File: config.mk
export PLATFORM = sky130hd
export DESIGN_NAME = tl_rx_fc_update_sched_flat
export DESIGN_NICKNAME = d
export VERILOG_FILES = /design/src/rtl/tl_rx_fc_update_sched_pkg.sv /design/src/rtl/tl_rx_fc_update_sched_if.sv /design/src/rtl/tl_rx_fc_update_sched_rr_arb.sv /design/src/rtl/tl_rx_fc_update_sched.sv /design/src/flat_wrapper.sv
export SDC_FILE = /design/constraint.sdc
export NUM_CORES = 1
export LEC_CHECK = 0
export CAP_MARGIN = 20
export CORE_MARGIN = 3
export CORE_UTILIZATION = 40
export DETAILED_ROUTE_END_ITERATION = 10
export HOLD_SLACK_MARGIN = 0.02
export PLACE_DENSITY = 0.79
export SYNTH_ARGS = -nofsm -noshare
export SYNTH_HDL_FRONTEND = slang
export SYNTH_SLANG_ARGS = --single-unit
File: constraint.sdc
create_clock -name clk -period 2.9 [get_ports clk]
set_clock_uncertainty 0.2 [all_clocks]
set_input_delay 0.58 -clock clk [delete_from_list [all_inputs] [get_ports clk]]
set_output_delay 0.58 -clock clk [all_outputs]
set_load 0.05 [all_outputs]
File: src/rtl/tl_rx_fc_update_sched_pkg.sv
// Shared encodings for the TL RX flow-control update path: FC classes,
// scale factors, scheduler FSM states and small class helpers.
package tl_rx_fc_pkg;

   typedef logic [1:0] fc_cls_t;
   localparam fc_cls_t FC_P   = 2'b00;
   localparam fc_cls_t FC_NP  = 2'b01;
   localparam fc_cls_t FC_CPL = 2'b10;

   typedef logic [1:0] fc_scale_t;
   localparam fc_scale_t SCALE_NONE = 2'b00;
   localparam fc_scale_t SCALE_X1   = 2'b01;
   localparam fc_scale_t SCALE_X4   = 2'b10;
   localparam fc_scale_t SCALE_X16  = 2'b11;

   typedef logic [1:0] fsm_state_t;
   localparam fsm_state_t ST_IDLE = 2'b00;
   localparam fsm_state_t ST_ARB  = 2'b01;
   localparam fsm_state_t ST_SEND = 2'b10;

   // Round-robin successor; any unused encoding falls back to P.
   function automatic fc_cls_t next_cls(input fc_cls_t cls);
      case (cls)
         FC_P:    return FC_NP;
         FC_NP:   return FC_CPL;
         default: return FC_P;
      endcase
   endfunction

   function automatic fc_scale_t cls_scale(input logic [5:0] packed_scale, input fc_cls_t cls);
      case (cls)
         FC_NP:   return packed_scale[3:2];
         FC_CPL:  return packed_scale[5:4];
         default: return packed_scale[1:0];
      endcase
   endfunction

endpackage

File: src/rtl/tl_rx_fc_update_sched_if.sv
// UpdateFC request channel between the RX scheduler (master) and the DLL (slave).
interface tl_rx_fc_update_sched_if #(
   parameter int HDR_FIELD_SIZE  = 8,
   parameter int DATA_FIELD_SIZE = 12
);
   logic                       fc_dllp_valid;
   logic                       fc_dllp_ready;
   logic [1:0]                 fc_dllp_type;
   logic [HDR_FIELD_SIZE-1:0]  fc_dllp_hdr;
   logic [DATA_FIELD_SIZE-1:0] fc_dllp_data;
   logic [1:0]                 fc_dllp_hdr_scale;
   logic [1:0]                 fc_dllp_data_scale;

   modport master (
      output fc_dllp_valid, fc_dllp_type, fc_dllp_hdr, fc_dllp_data,
             fc_dllp_hdr_scale, fc_dllp_data_scale,
      input  fc_dllp_ready
   );

   modport slave (
      input  fc_dllp_valid, fc_dllp_type, fc_dllp_hdr, fc_dllp_data,
             fc_dllp_hdr_scale, fc_dllp_data_scale,
      output fc_dllp_ready
   );
endinterface

File: src/rtl/tl_rx_fc_update_sched_rr_arb.sv
// Combinational 3-way round-robin arbiter over the FC classes, starting the
// search at the class after last_grant.
module tl_rx_fc_rr_arb
   import tl_rx_fc_pkg::*;
(
   input  logic [2:0] pending,
   input  fc_cls_t    last_grant,
   output logic [2:0] gnt_oh,
   output fc_cls_t    gnt_cls
);

   fc_cls_t cand;
   logic    found;

   always_comb begin
      gnt_oh  = '0;
      gnt_cls = FC_P;
      found   = 1'b0;
      cand    = next_cls(last_grant);
      for (int k = 0; k < 3; k++) begin
         if (!found && pending[cand]) begin
            gnt_oh[cand] = 1'b1;
            gnt_cls      = cand;
            found        = 1'b1;
         end
         cand = next_cls(cand);
      end
   end

endmodule

File: src/rtl/tl_rx_fc_update_sched.sv
// Receive-side UpdateFC scheduler: collects per-class update requests and
// periodic refreshes, arbitrates them and issues one DLLP request at a time.
module tl_rx_fc_update_sched
   import tl_rx_fc_pkg::*;
#(
   parameter int HDR_FIELD_SIZE  = 8,
   parameter int DATA_FIELD_SIZE = 12,
   parameter int UPDATE_TIMER    = 1024
) (
   input  logic                       clk,
   input  logic                       rst,
   input  logic                       dll_init,
   input  logic [2:0]                 upd_req,
   input  logic [HDR_FIELD_SIZE-1:0]  creds_alloc_hdr_p,
   input  logic [HDR_FIELD_SIZE-1:0]  creds_alloc_hdr_np,
   input  logic [HDR_FIELD_SIZE-1:0]  creds_alloc_hdr_cpl,
   input  logic [DATA_FIELD_SIZE-1:0] creds_alloc_data_p,
   input  logic [DATA_FIELD_SIZE-1:0] creds_alloc_data_np,
   input  logic [DATA_FIELD_SIZE-1:0] creds_alloc_data_cpl,
   input  logic [5:0]                 hdr_scale,
   input  logic [5:0]                 data_scale,
   tl_rx_fc_update_sched_if.master    fc_dllp
);

   localparam int TW = (UPDATE_TIMER > 1) ? $clog2(UPDATE_TIMER) : 1;

   fsm_state_t                 state, state_nxt;
   logic [TW-1:0]              timer;
   logic                       tmr_exp;
   logic [2:0]                 pending;
   logic [2:0]                 clr;
   fc_cls_t                    last_grant;
   logic [2:0]                 gnt_oh;
   fc_cls_t                    gnt_cls;
   logic                       grant_en;
   logic                       accept;
   logic                       valid;
   fc_cls_t                    type_q;
   logic [HDR_FIELD_SIZE-1:0]  hdr_q, hdr_sel;
   logic [DATA_FIELD_SIZE-1:0] data_q, data_sel;
   fc_scale_t                  hsc_q, dsc_q;

   tl_rx_fc_rr_arb u_arb (
      .pending    (pending),
      .last_grant (last_grant),
      .gnt_oh     (gnt_oh),
      .gnt_cls    (gnt_cls)
   );

   // Refresh timer runs only once the scheduler has left IDLE.
   assign tmr_exp = !dll_init && (state != ST_IDLE) && (timer == TW'(UPDATE_TIMER - 1));

   always_ff @(posedge clk or negedge rst) begin
      if (!rst)                              timer <= '0;
      else if (dll_init || state == ST_IDLE) timer <= '0;
      else if (tmr_exp)                      timer <= '0;
      else                                   timer <= timer + 1'b1;
   end

   assign clr = accept ? (3'b001 << type_q) : 3'b000;

   // A new request arriving with the acceptance of the same class wins.
   always_ff @(posedge clk or negedge rst) begin
      if (!rst)          pending <= '0;
      else if (dll_init) pending <= '0;
      else               pending <= (pending & ~clr) | upd_req | {3{tmr_exp}};
   end

   always_ff @(posedge clk or negedge rst) begin
      if (!rst)          last_grant <= FC_CPL;
      else if (dll_init) last_grant <= FC_CPL;
      else if (accept)   last_grant <= type_q;
   end

   always_ff @(posedge clk or negedge rst) begin
      if (!rst) state <= ST_IDLE;
      else      state <= state_nxt;
   end

   always_comb begin
      state_nxt = state;
      if (dll_init) begin
         state_nxt = ST_IDLE;
      end else begin
         case (state)
            ST_IDLE: state_nxt = ST_ARB;
            ST_ARB:  if (|gnt_oh) state_nxt = ST_SEND;
            ST_SEND: if (fc_dllp.fc_dllp_ready) state_nxt = ST_ARB;
            default: state_nxt = ST_IDLE;
         endcase
      end
   end

   always_comb begin
      valid    = (state == ST_SEND);
      grant_en = (state == ST_ARB) && !dll_init && (|gnt_oh);
      accept   = (state == ST_SEND) && !dll_init && fc_dllp.fc_dllp_ready;
   end

   always_comb begin
      case (gnt_cls)
         FC_NP: begin
            hdr_sel  = creds_alloc_hdr_np;
            data_sel = creds_alloc_data_np;
         end
         FC_CPL: begin
            hdr_sel  = creds_alloc_hdr_cpl;
            data_sel = creds_alloc_data_cpl;
         end
         default: begin
            hdr_sel  = creds_alloc_hdr_p;
            data_sel = creds_alloc_data_p;
         end
      endcase
   end

   // Snapshot taken only at grant; held untouched until the DLL accepts.
   always_ff @(posedge clk or negedge rst) begin
      if (!rst) begin
         type_q <= FC_P;
         hdr_q  <= '0;
         data_q <= '0;
         hsc_q  <= SCALE_NONE;
         dsc_q  <= SCALE_NONE;
      end else if (grant_en) begin
         type_q <= gnt_cls;
         hdr_q  <= hdr_sel;
         data_q <= data_sel;
         hsc_q  <= cls_scale(hdr_scale, gnt_cls);
         dsc_q  <= cls_scale(data_scale, gnt_cls);
      end
   end

   assign fc_dllp.fc_dllp_valid      = valid;
   assign fc_dllp.fc_dllp_type       = type_q;
   assign fc_dllp.fc_dllp_hdr        = hdr_q;
   assign fc_dllp.fc_dllp_data       = data_q;
   assign fc_dllp.fc_dllp_hdr_scale  = hsc_q;
   assign fc_dllp.fc_dllp_data_scale = dsc_q;

endmodule

File: src/flat_wrapper.sv
// flat-port wrapper written by rule: the top's interface ports become plain ports
module tl_rx_fc_update_sched_flat import tl_rx_fc_pkg::*;
#(
   parameter int HDR_FIELD_SIZE  = 8,
   parameter int DATA_FIELD_SIZE = 12,
   parameter int UPDATE_TIMER    = 1024
)
  (clk, rst, dll_init, upd_req, creds_alloc_hdr_p, creds_alloc_hdr_np, creds_alloc_hdr_cpl, creds_alloc_data_p, creds_alloc_data_np, creds_alloc_data_cpl, hdr_scale, data_scale, fc_dllp_fc_dllp_valid, fc_dllp_fc_dllp_type, fc_dllp_fc_dllp_hdr, fc_dllp_fc_dllp_data, fc_dllp_fc_dllp_hdr_scale, fc_dllp_fc_dllp_data_scale, fc_dllp_fc_dllp_ready);
  tl_rx_fc_update_sched_if #(.HDR_FIELD_SIZE(HDR_FIELD_SIZE), .DATA_FIELD_SIZE(DATA_FIELD_SIZE)) fc_dllp_i ();
  input  logic clk;
  input  logic rst;
  input  logic dll_init;
  input  logic [2:0] upd_req;
  input  logic [HDR_FIELD_SIZE-1:0] creds_alloc_hdr_p;
  input  logic [HDR_FIELD_SIZE-1:0] creds_alloc_hdr_np;
  input  logic [HDR_FIELD_SIZE-1:0] creds_alloc_hdr_cpl;
  input  logic [DATA_FIELD_SIZE-1:0] creds_alloc_data_p;
  input  logic [DATA_FIELD_SIZE-1:0] creds_alloc_data_np;
  input  logic [DATA_FIELD_SIZE-1:0] creds_alloc_data_cpl;
  input  logic [5:0] hdr_scale;
  input  logic [5:0] data_scale;
  output wire logic [$bits(fc_dllp_i.fc_dllp_valid)-1:0] fc_dllp_fc_dllp_valid;
  output wire logic [$bits(fc_dllp_i.fc_dllp_type)-1:0] fc_dllp_fc_dllp_type;
  output wire logic [$bits(fc_dllp_i.fc_dllp_hdr)-1:0] fc_dllp_fc_dllp_hdr;
  output wire logic [$bits(fc_dllp_i.fc_dllp_data)-1:0] fc_dllp_fc_dllp_data;
  output wire logic [$bits(fc_dllp_i.fc_dllp_hdr_scale)-1:0] fc_dllp_fc_dllp_hdr_scale;
  output wire logic [$bits(fc_dllp_i.fc_dllp_data_scale)-1:0] fc_dllp_fc_dllp_data_scale;
  input wire logic [$bits(fc_dllp_i.fc_dllp_ready)-1:0] fc_dllp_fc_dllp_ready;
  assign fc_dllp_fc_dllp_valid = fc_dllp_i.fc_dllp_valid;
  assign fc_dllp_fc_dllp_type = fc_dllp_i.fc_dllp_type;
  assign fc_dllp_fc_dllp_hdr = fc_dllp_i.fc_dllp_hdr;
  assign fc_dllp_fc_dllp_data = fc_dllp_i.fc_dllp_data;
  assign fc_dllp_fc_dllp_hdr_scale = fc_dllp_i.fc_dllp_hdr_scale;
  assign fc_dllp_fc_dllp_data_scale = fc_dllp_i.fc_dllp_data_scale;
  assign fc_dllp_i.fc_dllp_ready = fc_dllp_fc_dllp_ready;
  tl_rx_fc_update_sched #(.HDR_FIELD_SIZE(HDR_FIELD_SIZE), .DATA_FIELD_SIZE(DATA_FIELD_SIZE), .UPDATE_TIMER(UPDATE_TIMER)) u_core (.clk(clk), .rst(rst), .dll_init(dll_init), .upd_req(upd_req), .creds_alloc_hdr_p(creds_alloc_hdr_p), .creds_alloc_hdr_np(creds_alloc_hdr_np), .creds_alloc_hdr_cpl(creds_alloc_hdr_cpl), .creds_alloc_data_p(creds_alloc_data_p), .creds_alloc_data_np(creds_alloc_data_np), .creds_alloc_data_cpl(creds_alloc_data_cpl), .hdr_scale(hdr_scale), .data_scale(data_scale), .fc_dllp(fc_dllp_i));
endmodule
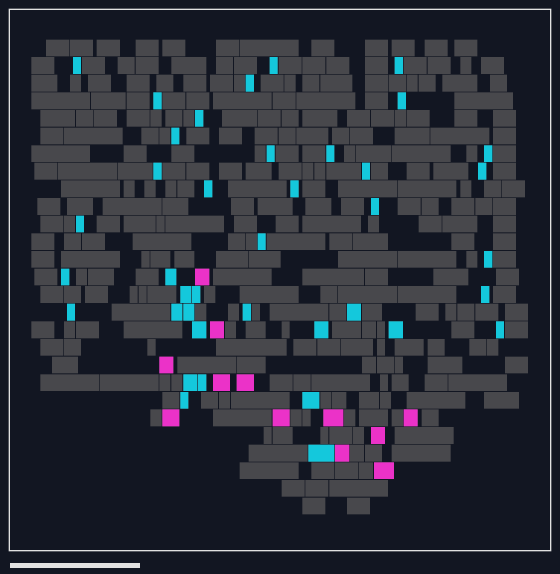
Figure 1: selected gate families.
The bar under the picture is 20 µm long.
and/or cells -> magenta  # cells 12, most used or3_1, where bottom middle
nand cells -> cyan  # cells 39, most used nand2_1
logic share of the area: 33.8%
final std cells w/o fill: 408
Top cell excl fill/tap: clkdlybuf4s50_1

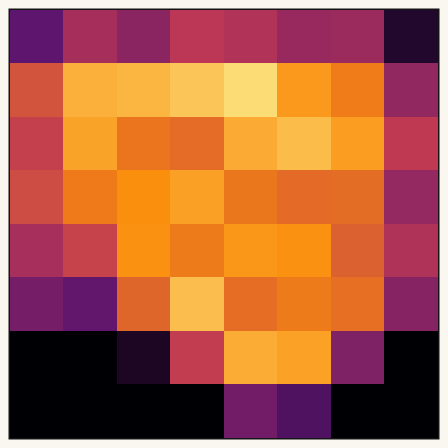
Figure 2: local utilization.
8 x 8 tiles, from black (low) to pale yellow (high), 0 to 100% covered.
fullest tile = 92%
nearly empty tiles = 14%
emptiest ninth of the die = bottom left
tiles over 75% full = 27%
mean over tiles = 51%
fp_density: 42.4%
fin util: 63.8%
core footprint: 0.00564 mm²

==> results.yml <==
# synthesis and place-and-route metrics
die:
  taps: 72
  die_area_mm2: 0.00695
  die_w_um: 83.4
  core.rowCount: 27
clock_network:
  clk_pin_slew_worst_paths_ps: 90
  clk_latency_ps: 300
  cts_made_buffers: 5
  clk_path_buf_depth: 2
  clockRootBuffer: "clkbuf_8"
place:
  preCtsSetupSlack_ps: 278
  port-buffer-count: 105
  gp_congestion: 0.767
power_and_ir_drop:
  p_switching_mw: 1.04
  peakVddDrop_v: 0.000443
route:
  via_per_inst: 5.36
  wl_per_cell_um: 16.4
  met2WireLength_um: 3460
  drc: 0
  vias: 2187
critical_path:
  path_max_fanout: 24
  cp_top_family: "adder cells"
  required_ps: 2930
  reg2reg_from: "u_core.pending[1]"
  reg2reg_to: "u_core.fc_dllp.fc_dllp_hdr[4]"
  cp_data_arrival_time_ps: 2680
  critical_path.endpoint: "u_core.fc_dllp.fc_dllp_hdr[4]"
  worstSetupPathType: "reg -> reg"
  critical_path.max_stage_delay_ps: 810
  setup.worst_path.start: "u_core.pending[1]"
logic_synthesis:
  ys.flops: 43
  ff_type: "dfrtp_1"
  largest_area_cell: "dfrtp_1"
  ys_sh_xor_pct: 1.10
  ys_area_mm2: 0.00239
  logic_family: "AND-OR/OR-AND gates"
  adder_share_pct: 1.57
  top_area_share_pct: 43.9
  syn_area_per_cell_um2: 10.4
  syn_inst: 231
grt:
  use_met3_pct: 4.27
  antenna_found_initial: 0
  grt_pass1_vias: 2173
  grt_max_degree: 49
  grt_busiest_layer: "met2"
  grt_pass1_wl_um: 11000
final_layout:
  comb_area_mm2: 0.00122
  seq_area_share_pct: 29.9
  layout_top_cells: "clkdlybuf4s50_1, dfrtp_1, o21ai_0"
  n_clock_buffer: 6
  area_growth_pct: 50.3
  clock_area_share_pct: 3.27
  n_all_buffers: 110
  n_antenna_cell: 0
  buf_share_pct: 30.1
  design_area_mm2: 0.00360
  largestClassByArea: "multi-input combinational cells"
worst_hold_path:
  min_path_type: "in -> async"
sta:
  setup_tns_ps: 0
  fin_hold_ws_ps: 24.4
  period_minus_slack_ps: 2650
  final_hold_viol_count: 0
flow_run:
  warning_count: 27
outcome:
  outcome: "complete, no violations"
